Fig. 1: sizing map
Bar = 50 um.
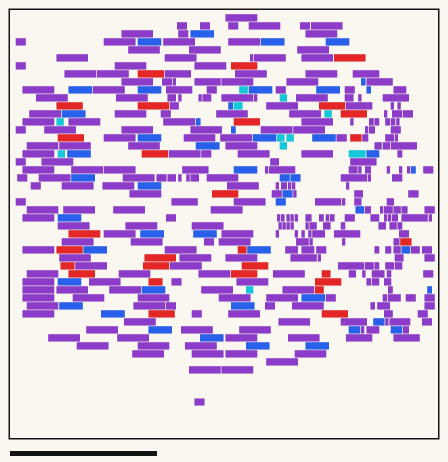
Fig. 2: sequential cells grouped by signal name
Bar = 50 um.
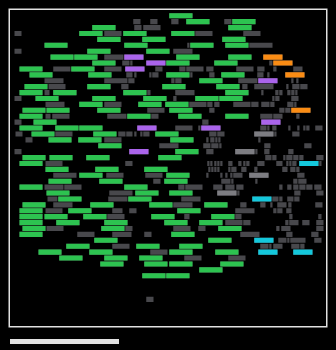
Fig. 3: close-up of the layout
Region (94, 21) to (124, 51) um. Cells in grey, sequential cells in the stronger grey; small squares are vias.
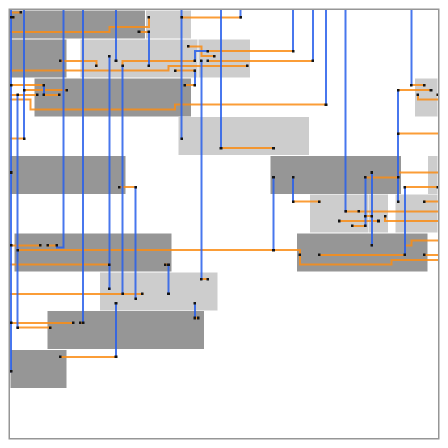
Fig. 4: clock wiring as the flow saved it
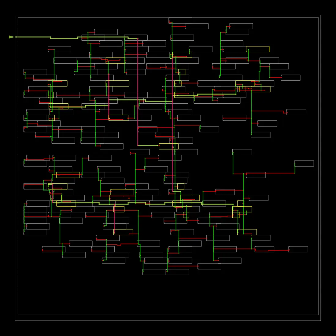
**src/rtl/param_fifo.sv**
```systemverilog
// Synchronous FIFO with any depth >= 2, registered read data and almost-full/almost-empty flags.
// Define FIFO_ERR_FLAGS_EN to add the sticky overflow/underflow flags and err_clr.
module param_fifo #(
    parameter int unsigned DATA_WIDTH = 8,
    parameter int unsigned FIFO_DEPTH = 16,
    parameter int unsigned AF_LEVEL   = FIFO_DEPTH - 2,
    parameter int unsigned AE_LEVEL   = 2
) (
    input  logic                             clk,
    input  logic                             reset,
    input  logic                             flush,
    input  logic                             wr_en,
    input  logic [DATA_WIDTH-1:0]            wr_data,
    input  logic                             rd_en,
    output logic [DATA_WIDTH-1:0]            dout,
    output logic                             fifo_full,
    output logic                             fifo_empty,
    output logic                             almost_full,
    output logic                             almost_empty,
`ifdef FIFO_ERR_FLAGS_EN
    input  logic                             err_clr,
    output logic                             overflow,
    output logic                             underflow,
`endif
    output logic [$clog2(FIFO_DEPTH+1)-1:0]  fifo_count
);

    localparam int unsigned PtrW = $clog2(FIFO_DEPTH);
    localparam int unsigned CntW = $clog2(FIFO_DEPTH + 1);

    localparam logic [PtrW-1:0] LastPtr  = PtrW'(FIFO_DEPTH - 1);
    localparam logic [CntW-1:0] DepthCnt = CntW'(FIFO_DEPTH);
    localparam logic [CntW-1:0] AfCnt    = CntW'(AF_LEVEL);
    localparam logic [CntW-1:0] AeCnt    = CntW'(AE_LEVEL);

    logic [DATA_WIDTH-1:0] mem_q [FIFO_DEPTH];

    logic [PtrW-1:0]       wr_ptr_q, wr_ptr_d;
    logic [PtrW-1:0]       rd_ptr_q, rd_ptr_d;
    logic [CntW-1:0]       count_q, count_d;
    logic [DATA_WIDTH-1:0] dout_q, dout_d;

    logic rd_acc;
    logic wr_acc;
    logic mem_we;

    always_comb begin
        rd_acc   = rd_en && (count_q != '0);
        // A read in the same cycle frees a slot, so a full FIFO still accepts the write.
        wr_acc   = wr_en && ((count_q != DepthCnt) || rd_acc);
        mem_we   = wr_acc && !flush;

        wr_ptr_d = wr_ptr_q;
        rd_ptr_d = rd_ptr_q;
        count_d  = count_q;
        dout_d   = dout_q;

        if (flush) begin
            wr_ptr_d = '0;
            rd_ptr_d = '0;
            count_d  = '0;
        end else begin
            if (wr_acc) begin
                wr_ptr_d = (wr_ptr_q == LastPtr) ? '0 : wr_ptr_q + PtrW'(1);
            end
            if (rd_acc) begin
                rd_ptr_d = (rd_ptr_q == LastPtr) ? '0 : rd_ptr_q + PtrW'(1);
                dout_d   = mem_q[rd_ptr_q];
            end
            if (wr_acc && !rd_acc) begin
                count_d = count_q + CntW'(1);
            end else if (rd_acc && !wr_acc) begin
                count_d = count_q - CntW'(1);
            end
        end
    end

    always_ff @(posedge clk or negedge reset) begin
        if (!reset) begin
            wr_ptr_q <= '0;
            rd_ptr_q <= '0;
            count_q  <= '0;
            dout_q   <= '0;
        end else begin
            wr_ptr_q <= wr_ptr_d;
            rd_ptr_q <= rd_ptr_d;
            count_q  <= count_d;
            dout_q   <= dout_d;
        end
    end

    // Storage is never cleared; validity is tracked by the pointers and count only.
    always_ff @(posedge clk) begin
        if (mem_we) begin
            mem_q[wr_ptr_q] <= wr_data;
        end
    end

    assign dout         = dout_q;
    assign fifo_count   = count_q;
    assign fifo_full    = (count_q == DepthCnt);
    assign fifo_empty   = (count_q == '0);
    assign almost_full  = (count_q >= AfCnt);
    assign almost_empty = (count_q <= AeCnt);

`ifdef FIFO_ERR_FLAGS_EN
    logic overflow_q, overflow_d;
    logic underflow_q, underflow_d;

    // A set event in the same cycle wins over err_clr.
    always_comb begin
        overflow_d  = err_clr ? 1'b0 : overflow_q;
        underflow_d = err_clr ? 1'b0 : underflow_q;
        if (wr_en && !wr_acc && !flush) begin
            overflow_d = 1'b1;
        end
        if (rd_en && (count_q == '0) && !flush) begin
            underflow_d = 1'b1;
        end
    end

    always_ff @(posedge clk or negedge reset) begin
        if (!reset) begin
            overflow_q  <= 1'b0;
            underflow_q <= 1'b0;
        end else begin
            overflow_q  <= overflow_d;
            underflow_q <= underflow_d;
        end
    end

    assign overflow  = overflow_q;
    assign underflow = underflow_q;
`endif

endmodule

```
**config.mk**
```make
export PLATFORM = sky130hd
export DESIGN_NAME = param_fifo
export DESIGN_NICKNAME = d
export VERILOG_FILES = /design/src/rtl/param_fifo.sv
export SDC_FILE = /design/constraint.sdc
export NUM_CORES = 1
export LEC_CHECK = 0
export ABC_AREA = 0
export CORE_MARGIN = 1
export CORE_UTILIZATION = 30
export CTS_CLUSTER_SIZE = 8
export DETAILED_ROUTE_END_ITERATION = 10
export GPL_TIMING_DRIVEN = 0
export MAX_ROUTING_LAYER = met4
export PLACE_DENSITY = 0.43
export SLEW_MARGIN = 20
export SYNTH_ARGS = -nofsm -noshare
export SYNTH_HDL_FRONTEND = slang
export SYNTH_SLANG_ARGS = --single-unit
export TNS_END_PERCENT = 5
```
**constraint.sdc**
```tcl
create_clock -name clk -period 3.2 [get_ports clk]
set_input_delay 0.32 -clock clk [delete_from_list [all_inputs] [get_ports clk]]
set_output_delay 0.32 -clock clk [all_outputs]
set_load 0.01 [all_outputs]
```
==> metrics.yaml <==
cts_setup_buffers: 0
ys_seq_share_pct: 70.77
hold_viol: 0
insertedDiodeCount: 0
hpwl_um: 9058
cp.arrival_ns: 3.25
remaining_drc_errors: 0
syn-cell-area_um2: 6173
slew_violations: 0
placed_cell_area_um2: 6827
r2r_cells: 8
regMostFlops: "mem_q"
worstReg2RegEnd: "fifo_count[4]"
clockRootBuffer: "clkbuf_16"
worst-path-max-fanout: 9
fillerInstances: 1888
io_buffers: 27
ys_types: 46
max_freq_mhz: 344.4
coreArea_um2: 20230
final_cell_area_um2: 7483
startpoint: "fifo_count[1]"
yosys_area_um2: 6173
edf_count: 128
fin_crit_sh_pct: 90.73
maxSlewHeadroom_pct: 28.87
ys_sh_xor_pct: 0.5675
core_util_floorplan_pct: 30.51
top_area_share_pct: 62.26
grt_pass1_wl_um: 21240
outcome: "finished clean"
drtAntennaViolNets: 0
synthMuxAreaShare_pct: 15.14
required_ns: 3.55
pwr-share-seq_pct: 41.9
hold_buffers: 1
p_int_w: 0.004098
crit_end: "fifo_count[4]"
crit_type: "register to register"
io_pins: 30
fp.dieH_um: 145.5
path_clk_slew_ns: 0.06
maxCapViolations: 0
cts_max_path_buffers: 2
switchingPower_w: 0.001461
combinationalPowerShare_pct: 18.8
clock-skew-final_ns: 0.007230
ys_top_cells_by_count: "edfxtp_1 (128), mux4_2 (32), dfrtp_1 (21)"
Notes on Fig. 1 above:
| size | colour | cells |
|---|---|---|
| x2 | blue | 49 |
| x3 and x4 | cyan | 11 |
| x6 and larger | red | 28 |
| x1 and smaller | purple | 316 |
worst setup margin: 0.2967 ns
synthesis-to-layout area growth: 21.22%

Notes on Fig. 2 above:
| netlist name | colour | flops |
|---|---|---|
| `rd_ptr_q` | orange | 4 |
| `fifo_count` | cyan | 5 |
| `dout` | purple | 8 |
| `mem_q` | green | 128 |
not coloured: 4

Notes on Fig. 3 above:
| layer | colour |
|---|---|
| M2 | blue |
| M1 | orange |
netlist names of flops here include: `mem_q` (5), `fifo_count` (2)
sequential cells in the window: 7
cells with their middle in the window: 16
most frequent: edfxtp_1 (5), mux4_2 (2), dfrtp_1 (2)

Notes on Fig. 4 above:
layout clock buffer count: 19
P_clk: 0.00218 W
Late-Pin Clk Latency: 0.42 ns

-- stage by stage --
step / power, W / worst slack (ns) / std cells / util [%] / hold slack, ns
global route: 0.005798 / 0.09781 / 674 / 36.98 / 0.3480
finish: 0.005559 / 0.2967 / 674 / 36.98 / 0.3279
floorplan: 0.002982 / 0.7221 / 340 / - / 0.02441
detailed placement: 0.003435 / 0.1980 / 641 / 33.74 / 0.3584
CTS: 0.005624 / 0.3080 / 674 / 36.98 / 0.3193
global placement: 0.003424 / -0.1904 / 637 / 33.51 / 0.4991
-- per-layer routing --
layer,share of wire (%),track usage [%],vias up
met4,1.3,4.842,0
met2,48,22.04,66
met1,47,19.15,1684
li1,-,-,1470
met5,0,-,-
met3,4.3,3.762,17
-- worst max-delay path: stages, from the launching register on --
cell and delay, ns:
dfrtp_1 0.48, nor4_1 0.59, and2_1 0.23, nand3b_1 0.25
ha_1 0.30, a21o_1 0.16, a2111oi_0 0.55, o21bai_1 0.12
a31oi_1 0.14
-- power by group through the flow --
| stage | Clock [W] | Sequential, W | Combinational [W] |
|---|---|---|---|
| after floorplan | 0 | 0.00237 | 0.000611 |
| after global placement | 0 | 0.00237 | 0.00105 |
| after detailed placement | 0 | 0.00237 | 0.00106 |
| after CTS | 0.00222 | 0.00233 | 0.00107 |
| after global routing | 0.00230 | 0.00235 | 0.00115 |
| final | 0.00218 | 0.00233 | 0.00105 |
-- area by class of cell --
| cell class | instances | area, um2 | area share [%] |
|---|---|---|---|
| tap | 270 | 337.8 | 4.514 |
| timing repair buffer | 32 | 305.3 | 4.080 |
| inverter | 5 | 18.77 | 0.2508 |
| sequential | 149 | 4369 | 58.38 |
| clock inverter | 13 | 193.9 | 2.592 |
| buffer | 18 | 90.09 | 1.204 |
| multi-input combinational | 168 | 1715 | 22.92 |
| clock buffer | 19 | 452.9 | 6.052 |
Power and IR drop assume default switching activity.
